[config.mk]
export PLATFORM = sky130hd
export DESIGN_NAME = prga_decrypt
export DESIGN_NICKNAME = d
export VERILOG_FILES = /design/src/rtl/rc4_pkg.sv /design/src/rtl/prga_datapath.sv /design/src/rtl/prga_decrypt.sv
export SDC_FILE = /design/constraint.sdc
export NUM_CORES = 1
export LEC_CHECK = 0
export CORE_MARGIN = 10
export CORE_UTILIZATION = 54
export CTS_CLUSTER_SIZE = 14
export DETAILED_ROUTE_END_ITERATION = 12
export PLACE_DENSITY_LB_ADDON = 0.12
export SYNTH_ARGS = -nofsm -noshare
export SYNTH_HDL_FRONTEND = slang
export SYNTH_SLANG_ARGS = --single-unit
[constraint.sdc]
create_clock -name clk -period 3 [get_ports clk]
set_input_delay 0.9 -clock clk [delete_from_list [all_inputs] [get_ports clk]]
set_output_delay 0.9 -clock clk [all_outputs]
set_load 0.005 [all_outputs]
[src/rtl/rc4_pkg.sv]
// rc4_pkg: shared types and constants for the RC4 decrypt stage.
// Text bounds are used only when PRGA_ASCII_CHECK_EN is defined.
package rc4_pkg;

    typedef logic [7:0] byte_t;

    typedef enum logic [3:0] {
        IDLE,
        I_ADDR,
        I_WAIT,
        I_READ,
        J_ADDR,
        J_WAIT,
        J_READ,
        WR_I,
        WR_J,
        F_ADDR,
        F_WAIT,
        F_READ,
        WR_D,
        DONE
    } prga_state_t;

    typedef struct packed {
        logic clr;
        logic inc_i;
        logic ld_si;
        logic ld_sj;
        logic ld_f;
        logic inc_k;
    } dp_ctrl_t;

    localparam byte_t ASCII_LO = 8'd97;
    localparam byte_t ASCII_HI = 8'd122;
    localparam byte_t ASCII_SP = 8'd32;

    function automatic logic is_text(byte_t b);
        return ((b >= ASCII_LO) && (b <= ASCII_HI)) || (b == ASCII_SP);
    endfunction

endpackage

[src/rtl/prga_datapath.sv]
// prga_datapath: i/j/k counters, si/sj/f/enc registers and the
// S RAM / message address and data muxes for the RC4 stage.
module prga_datapath
    import rc4_pkg::*;
#(
    parameter int ROM_AW = 5
) (
    input  logic              clk,
    input  logic              reset,
    input  prga_state_t       state,
    input  dp_ctrl_t          ctrl,
    input  logic [7:0]        s_data_in,
    input  logic [7:0]        rom_data,
    output logic [7:0]        s_address,
    output logic [7:0]        s_data_out,
    output logic [ROM_AW-1:0] rom_address,
    output logic [ROM_AW-1:0] d_address,
    output logic [7:0]        d_data
);

    byte_t i_q, i_d;
    byte_t j_q, j_d;
    byte_t si_q, si_d;
    byte_t sj_q, sj_d;
    byte_t f_q, f_d;
    byte_t enc_q, enc_d;
    byte_t addr_q, addr_d;
    logic [ROM_AW-1:0] k_q, k_d;

    always_comb begin
        i_d    = i_q;
        j_d    = j_q;
        k_d    = k_q;
        si_d   = si_q;
        sj_d   = sj_q;
        f_d    = f_q;
        enc_d  = enc_q;
        addr_d = addr_q;
        if (ctrl.clr) begin
            i_d = '0;
            j_d = '0;
            k_d = '0;
        end
        if (ctrl.inc_i) i_d = i_q + 8'd1;
        if (ctrl.ld_si) begin
            si_d  = s_data_in;
            j_d   = j_q + s_data_in;
            enc_d = rom_data;
        end
        if (ctrl.ld_sj) sj_d = s_data_in;
        if (ctrl.ld_f)  f_d  = s_data_in;
        if (ctrl.inc_k) k_d  = k_q + ROM_AW'(1);
        // Address is registered: computed one state ahead of its use.
        unique case (state)
            I_ADDR:  addr_d = i_q + 8'd1;
            J_ADDR:  addr_d = j_q;
            J_READ:  addr_d = i_q;
            WR_I:    addr_d = j_q;
            F_ADDR:  addr_d = si_q + sj_q;
            default: addr_d = addr_q;
        endcase
    end

    always_ff @(posedge clk) begin
        if (reset) begin
            i_q    <= '0;
            j_q    <= '0;
            k_q    <= '0;
            si_q   <= '0;
            sj_q   <= '0;
            f_q    <= '0;
            enc_q  <= '0;
            addr_q <= '0;
        end else begin
            i_q    <= i_d;
            j_q    <= j_d;
            k_q    <= k_d;
            si_q   <= si_d;
            sj_q   <= sj_d;
            f_q    <= f_d;
            enc_q  <= enc_d;
            addr_q <= addr_d;
        end
    end

    assign s_address   = addr_q;
    assign rom_address = k_q;
    assign d_address   = k_q;
    assign s_data_out  = (state == WR_I) ? sj_q :
                         (state == WR_J) ? si_q : 8'd0;
    assign d_data      = (state == WR_D) ? (f_q ^ enc_q) : 8'd0;

endmodule

[src/rtl/prga_decrypt.sv]
// prga_decrypt: RC4 PRGA + XOR decrypt, 12 cycles per message byte.
// Define PRGA_ASCII_CHECK_EN to abort on a decrypted non-text byte.
module prga_decrypt
    import rc4_pkg::*;
#(
    parameter int MSG_LEN = 32,
    parameter int ROM_AW  = 5
) (
    input  logic              clk,
    input  logic              reset,
    input  logic              start,
    input  logic [7:0]        s_data_in,
    output logic [7:0]        s_address,
    output logic [7:0]        s_data_out,
    output logic              s_wren,
    input  logic [7:0]        rom_data,
    output logic [ROM_AW-1:0] rom_address,
    output logic [ROM_AW-1:0] d_address,
    output logic [7:0]        d_data,
    output logic              d_wren,
    output logic              finish,
    output logic              fail
);

    localparam logic [ROM_AW-1:0] K_LAST = ROM_AW'(MSG_LEN - 1);

    prga_state_t state_q, state_d;
    dp_ctrl_t    ctrl;
    logic        last;
    logic        bad;

    prga_datapath #(.ROM_AW(ROM_AW)) u_dp (
        .clk        (clk),
        .reset      (reset),
        .state      (state_q),
        .ctrl       (ctrl),
        .s_data_in  (s_data_in),
        .rom_data   (rom_data),
        .s_address  (s_address),
        .s_data_out (s_data_out),
        .rom_address(rom_address),
        .d_address  (d_address),
        .d_data     (d_data)
    );

    assign last = (d_address == K_LAST);

    always_ff @(posedge clk) begin
        if (reset) state_q <= IDLE;
        else       state_q <= state_d;
    end

    always_comb begin
        state_d = state_q;
        unique case (state_q)
            IDLE:    if (start) state_d = I_ADDR;
            I_ADDR:  state_d = I_WAIT;
            I_WAIT:  state_d = I_READ;
            I_READ:  state_d = J_ADDR;
            J_ADDR:  state_d = J_WAIT;
            J_WAIT:  state_d = J_READ;
            J_READ:  state_d = WR_I;
            WR_I:    state_d = WR_J;
            WR_J:    state_d = F_ADDR;
            F_ADDR:  state_d = F_WAIT;
            F_WAIT:  state_d = F_READ;
            F_READ:  state_d = WR_D;
            WR_D:    state_d = (last || bad) ? DONE : I_ADDR;
            DONE:    state_d = IDLE;
            default: state_d = IDLE;
        endcase
    end

    // Strobes are masked while reset is high so no write lands mid-reset.
    always_comb begin
        ctrl   = '0;
        s_wren = 1'b0;
        d_wren = 1'b0;
        finish = 1'b0;
        unique case (state_q)
            IDLE:    ctrl.clr   = start;
            I_ADDR:  ctrl.inc_i = 1'b1;
            I_READ:  ctrl.ld_si = 1'b1;
            J_READ:  ctrl.ld_sj = 1'b1;
            WR_I:    s_wren     = !reset;
            WR_J:    s_wren     = !reset;
            F_READ:  ctrl.ld_f  = 1'b1;
            WR_D: begin
                d_wren     = !reset;
                ctrl.inc_k = !last;
            end
            DONE:    finish     = !reset;
            default: ;
        endcase
    end

`ifdef PRGA_ASCII_CHECK_EN
    logic fail_q, fail_d;

    assign bad = (state_q == WR_D) && !is_text(d_data);

    always_comb begin
        fail_d = fail_q;
        if (state_q == IDLE && start) fail_d = 1'b0;
        if (bad)                      fail_d = 1'b1;
    end

    always_ff @(posedge clk) begin
        if (reset) fail_q <= 1'b0;
        else       fail_q <= fail_d;
    end

    assign fail = fail_q;
`else
    assign bad  = 1'b0;
    assign fail = 1'b0;
`endif

endmodule
Figure 1. Supply network (run 1).
Bar = 20 um. Pins as bars on the die edge. Tap cells in grey.
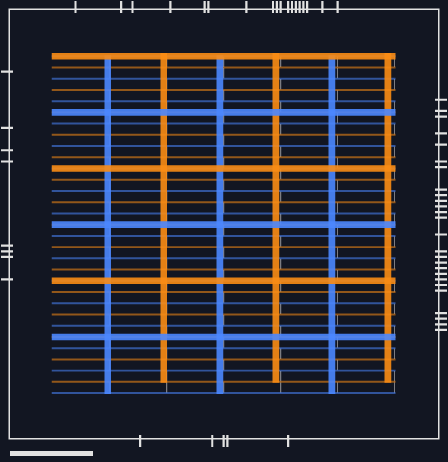
| colour | net |
|---|---|
| orange | VDD |
| blue | VSS |
signal pins: 57
met1 rails: 31
die extent in y: 103.7 um
worst-case vdd ir drop: 0.0002624 V
core area: 0.006794 mm^2

Figure 2. Placement by cell class (run 1).
Bar = 20 um.
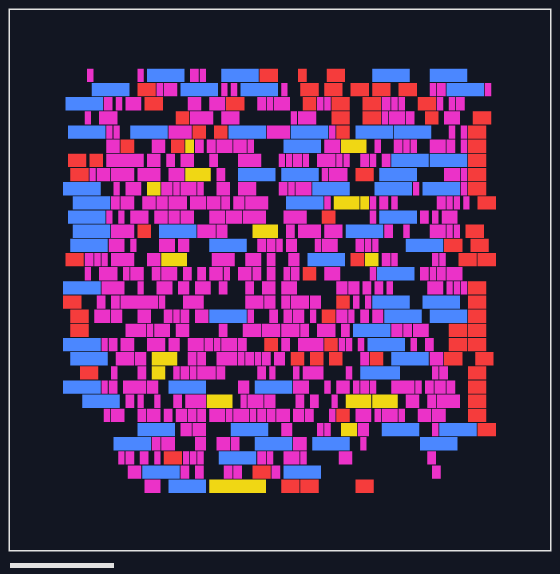
| colour | class | cells | share of their area |
|---|---|---|---|
| yellow | clock drivers and dummy loads | 16 | 4.3% |
| magenta | all other logic | 381 | 51% |
| red | other buffers and delay cells | 77 | 16% |
| blue | flip-flops | 65 | 29% |

Figure 3. Cell placement (run 1).
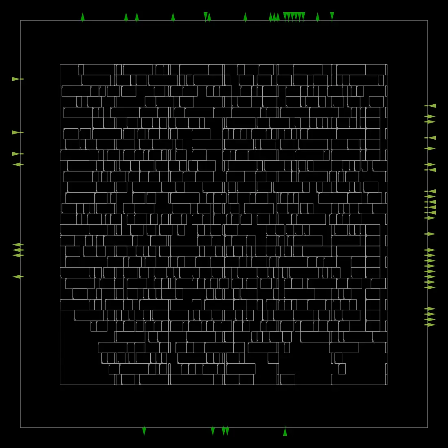
Final Core Density: 68.62%
layout filler cell count: 592
row count: 30

==> ci_impl_report.md, run 1 <==
### Metrics collected by this job

| Metric | Value |
|---|---|
| Count of unresolved DRC violations after routing | `0` |
| Slew Limit Fails | `0` |
| Pwr dens | `407.6 mW/mm^2` |
| Critical path type | `reg -> out` |
| Main combinational cell family by area after synthesis | `simple AND/OR/NAND/NOR gates` |
| Ys Warns | `0` |
| Non-filler instance count after layout | `between 600 and 700` |
| Cell total in the yosys stat output | `477` |
| Data arrival, critical path | `1.99 ns` |
| Endpoint class of the critical path | `output pin` |
| FF-to-FF End | `u_dp.j_q[7]$_SDFFE_PP0P_` |
| Count leader, synth | `sky130_fd_sc_hd__dfxtp_1` |
| Sequential group power | `around 900 uW` |
| Flops after synth | `between 60 and 70` |
| Met3 Routed Length | `roughly 600 um` |
| Clock-net power | `733 uW` |
| First-pass GRT wire length | `approximately 17 mm` |
| Cell mode on critical path | `sky130_fd_sc_hd__buf_4` |
| Depth of the worst hold-timing path | `2` |
| Multiplexer share of the synthesized area | `4.600%` |
| Number of well taps | `96` |
| Critical Path Start Type | `flop` |
| Average wire per cell in the routed design | `between 15 and 20 um` |
| Number of setup buffers added after CTS | `0` |
| CTS hold repair buffers | `0` |
| Pin count of the biggest net entering global routing | `about 45` |
| Sequential standard cell area | `0.001303 mm^2` |
| Clock latency on the worst-skew pair | `~0.34 ns` |
| RD Place Congestion | `0.9203` |
| PostCTS Resize Cnt | `0` |
| GRT met1 Usage | `between 20% and 30%` |
| Clock sink count | `between 60 and 70` |
| HP Class | `reg -> reg` |
| Count of vias placed by the detailed router | `around 3,700` |
| Biggest cell delay along the critical path | `between 0.5 and 0.6 ns` |
| Cell count after placement | `619` |
| Run status | `finished, final reports clean` |
| H-tree depth reported by CTS | `3` |
| Multi-input gate count | `between 300 and 400` |
| Aggregate global routing overflow | `0` |
| Min-Delay Endpoint | `u_dp.s_address[1]$_SDFFE_PP0P_` |
| Power dissipated in combinational cells | `around 270 uW` |
| Share of final layout cell area taken by clock buffers and inverters | `4.187%` |
| I/O Pins | `approximately 57` |
| Synthesized area | `about 0.0038 mm^2` |
| Violation tally from detailed-route iteration zero | `between 200 and 300` |
| Total wirelength of the detailed-routed design | `roughly 10 mm` |
| Worst hold slack after final layout | `between 0.4 and 0.5 ns` |
| Post-synthesis simple-gate area fraction | `about a quarter` |
| Routing usage on met3 | `under 10%` |
| Register share after synthesis | `34.41%` |
==> run 1 -> run 2 <==
--- a/config.mk
+++ b/config.mk
@@ -5,11 +5,11 @@
 export SDC_FILE = /design/constraint.sdc
 export NUM_CORES = 1
 export LEC_CHECK = 0
-export CORE_MARGIN = 10
+export CORE_MARGIN = 3
 export CORE_UTILIZATION = 54
 export CTS_CLUSTER_SIZE = 14
 export DETAILED_ROUTE_END_ITERATION = 12
-export PLACE_DENSITY_LB_ADDON = 0.12
+export PLACE_DENSITY = 0.87
 export SYNTH_ARGS = -nofsm -noshare
 export SYNTH_HDL_FRONTEND = slang
 export SYNTH_SLANG_ARGS = --single-unit
Figure 4. Metal layers overlaid (run 2).
Bar = 20 um. Only two layers are drawn.
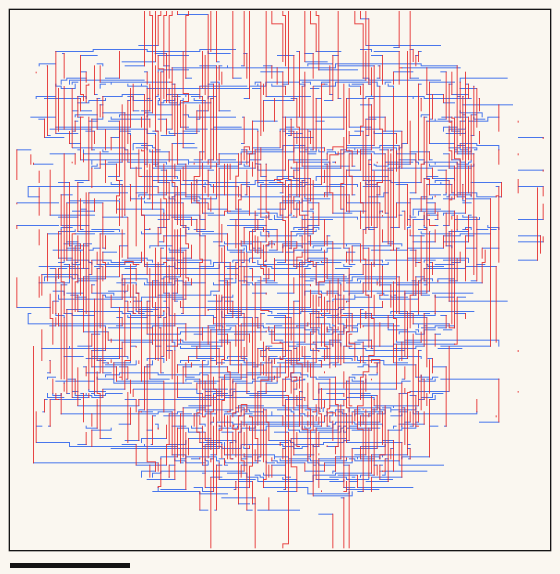
| colour | layer | wire length |
|---|---|---|
| blue | met1 | 4,400 um |
| red | met2 | 5,040 um |

==> run 2 against run 1 <==
  * Flip-flop count is the same
  * Final cell count is 0.79% lower
  * Worst hold slack about the same
  * Synthesized cell count did not move
  * Routed wire length rose by 1.1%
  * Power up 5.1%
  * Critical path type unchanged
  * Critical endpoint is now s_data_out[1]
==> ci_impl_report.md, run 2 <==
### Metrics collected by this job

| Metric | Value |
|---|---|
| Register share after synthesis | `34.41% (unchanged)` |
| Endpoint class of the critical path | `output pin` |
| Most frequently used flop master after synthesis | `sky130_fd_sc_hd__dfxtp_1` |
| Uppermost metal layer occupied by signal nets | `met4` |
| Clock sink count | `65 (unchanged)` |
| Core area | `0.006568 mm^2 (-3.3%)` |
| Count of vias placed by the detailed router | `3,896 (+4.8%)` |
| CTS hold repair buffers | `0 (unchanged)` |
| Non-filler instance count after layout | `630 (-0.79%)` |
| Count of unresolved DRC violations after routing | `0 (unchanged)` |
| Clock-net power | `831 uW (+13%)` |
| HP Class | `reg -> reg` |
| Number of global-route vias before repair | `between 3,000 and 4,000` |
| Gr busiest metal | `met2` |
| PostCTS Resize Cnt | `0 (unchanged)` |
| Critical Path Start Type | `flop` |
| Worst hold slack after final layout | `0.4597 ns (-0.00008700 ns)` |
| Clock latency on the worst-skew pair | `0.35 ns (about the same)` |
| Number of setup buffers added after CTS | `0 (unchanged)` |
| RD Place Congestion | `0.9452 (+2.7%)` |
| Ys Warns | `0 (unchanged)` |
| Die extent in y | `89.68 um (-14%)` |
| Critical path type | `reg -> out` |
| Count leader, synth | `sky130_fd_sc_hd__dfxtp_1` |
| Cell count after placement | `614 (-0.81%)` |
| Post-route total power | `between 1.5 and 2 mW` |
| Average wire per cell in the routed design | `16.83 um (+1.9%)` |
| Flops after synth | `65 (unchanged)` |
| Main combinational cell family by area after synthesis | `simple AND/OR/NAND/NOR gates` |
| Cell total in the yosys stat output | `477 (unchanged)` |
| Multiplexer share of the synthesized area | `4.600% (unchanged)` |
| Biggest cell delay along the critical path | `0.51 ns (about the same)` |
| Min-Delay Endpoint | `u_dp.s_address[1]$_SDFFE_PP0P_` |
| Sequential group power | `903 uW (about the same)` |
| FF-to-FF End | `u_dp.j_q[7]$_SDFFE_PP0P_` |
| Die x size | `approximately 90 um` |
| Total wirelength of the detailed-routed design | `10.61 mm (+1.1%)` |
| Buffers, non-clock | `roughly 75` |
| Sequential standard cell area | `0.001303 mm^2 (unchanged)` |
| Run status | `finished, final reports clean` |
| Stage-log warning count | `26` |
| Multi-input gate count | `375 (unchanged)` |
| Synthesized area | `0.003781 mm^2 (unchanged)` |
| GRT met1 Usage | `35.50% (+11 points)` |
| I/O Pins | `57 (unchanged)` |
| Violation tally from detailed-route iteration zero | `415 (+55%)` |
| Slew Limit Fails | `0 (unchanged)` |
| Met3 Routed Length | `815 um (+36%)` |
| Post-synthesis simple-gate area fraction | `23.36% (unchanged)` |
| Power dissipated in combinational cells | `262 uW (-2%)` |
| Routing usage on met3 | `4.197% (-0.51 points)` |
| Pwr dens | `427.6 mW/mm^2 (+4.9%)` |
| Leading cell types by count after synthesis | `sky130_fd_sc_hd__dfxtp_1, sky130_fd_sc_hd__nand2_1, sky130_fd_sc_hd__a21oi_1, sky130_fd_sc_hd__nor2_1, sky130_fd_sc_hd__o21ai_0` |
| Clock Power Share | `about two fifths` |
| Row count | `29 (-3.3%)` |
| Aggregate global routing overflow | `0 (unchanged)` |
| Met2 track demand over resource in global routing | `between 40% and 50%` |
| Depth of the worst hold-timing path | `2 (unchanged)` |
| Share of final layout cell area taken by clock buffers and inverters | `4.717% (+0.53 points)` |
Figure 5. Cell placement (run 2).
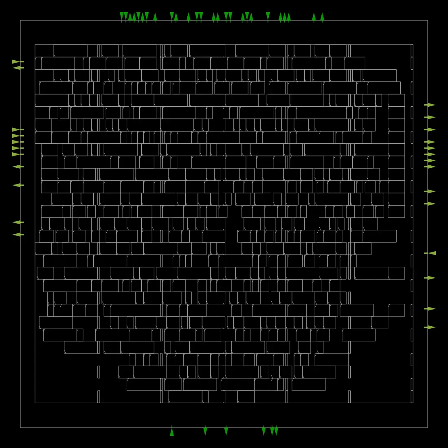
fraction of area in registers: 27.90%
number of flip-flops and latches: 65
number of well taps: 93
layout filler cell count: 503
Final Core Density: 71.08%

Power is estimated from default activity; no workload was simulated.
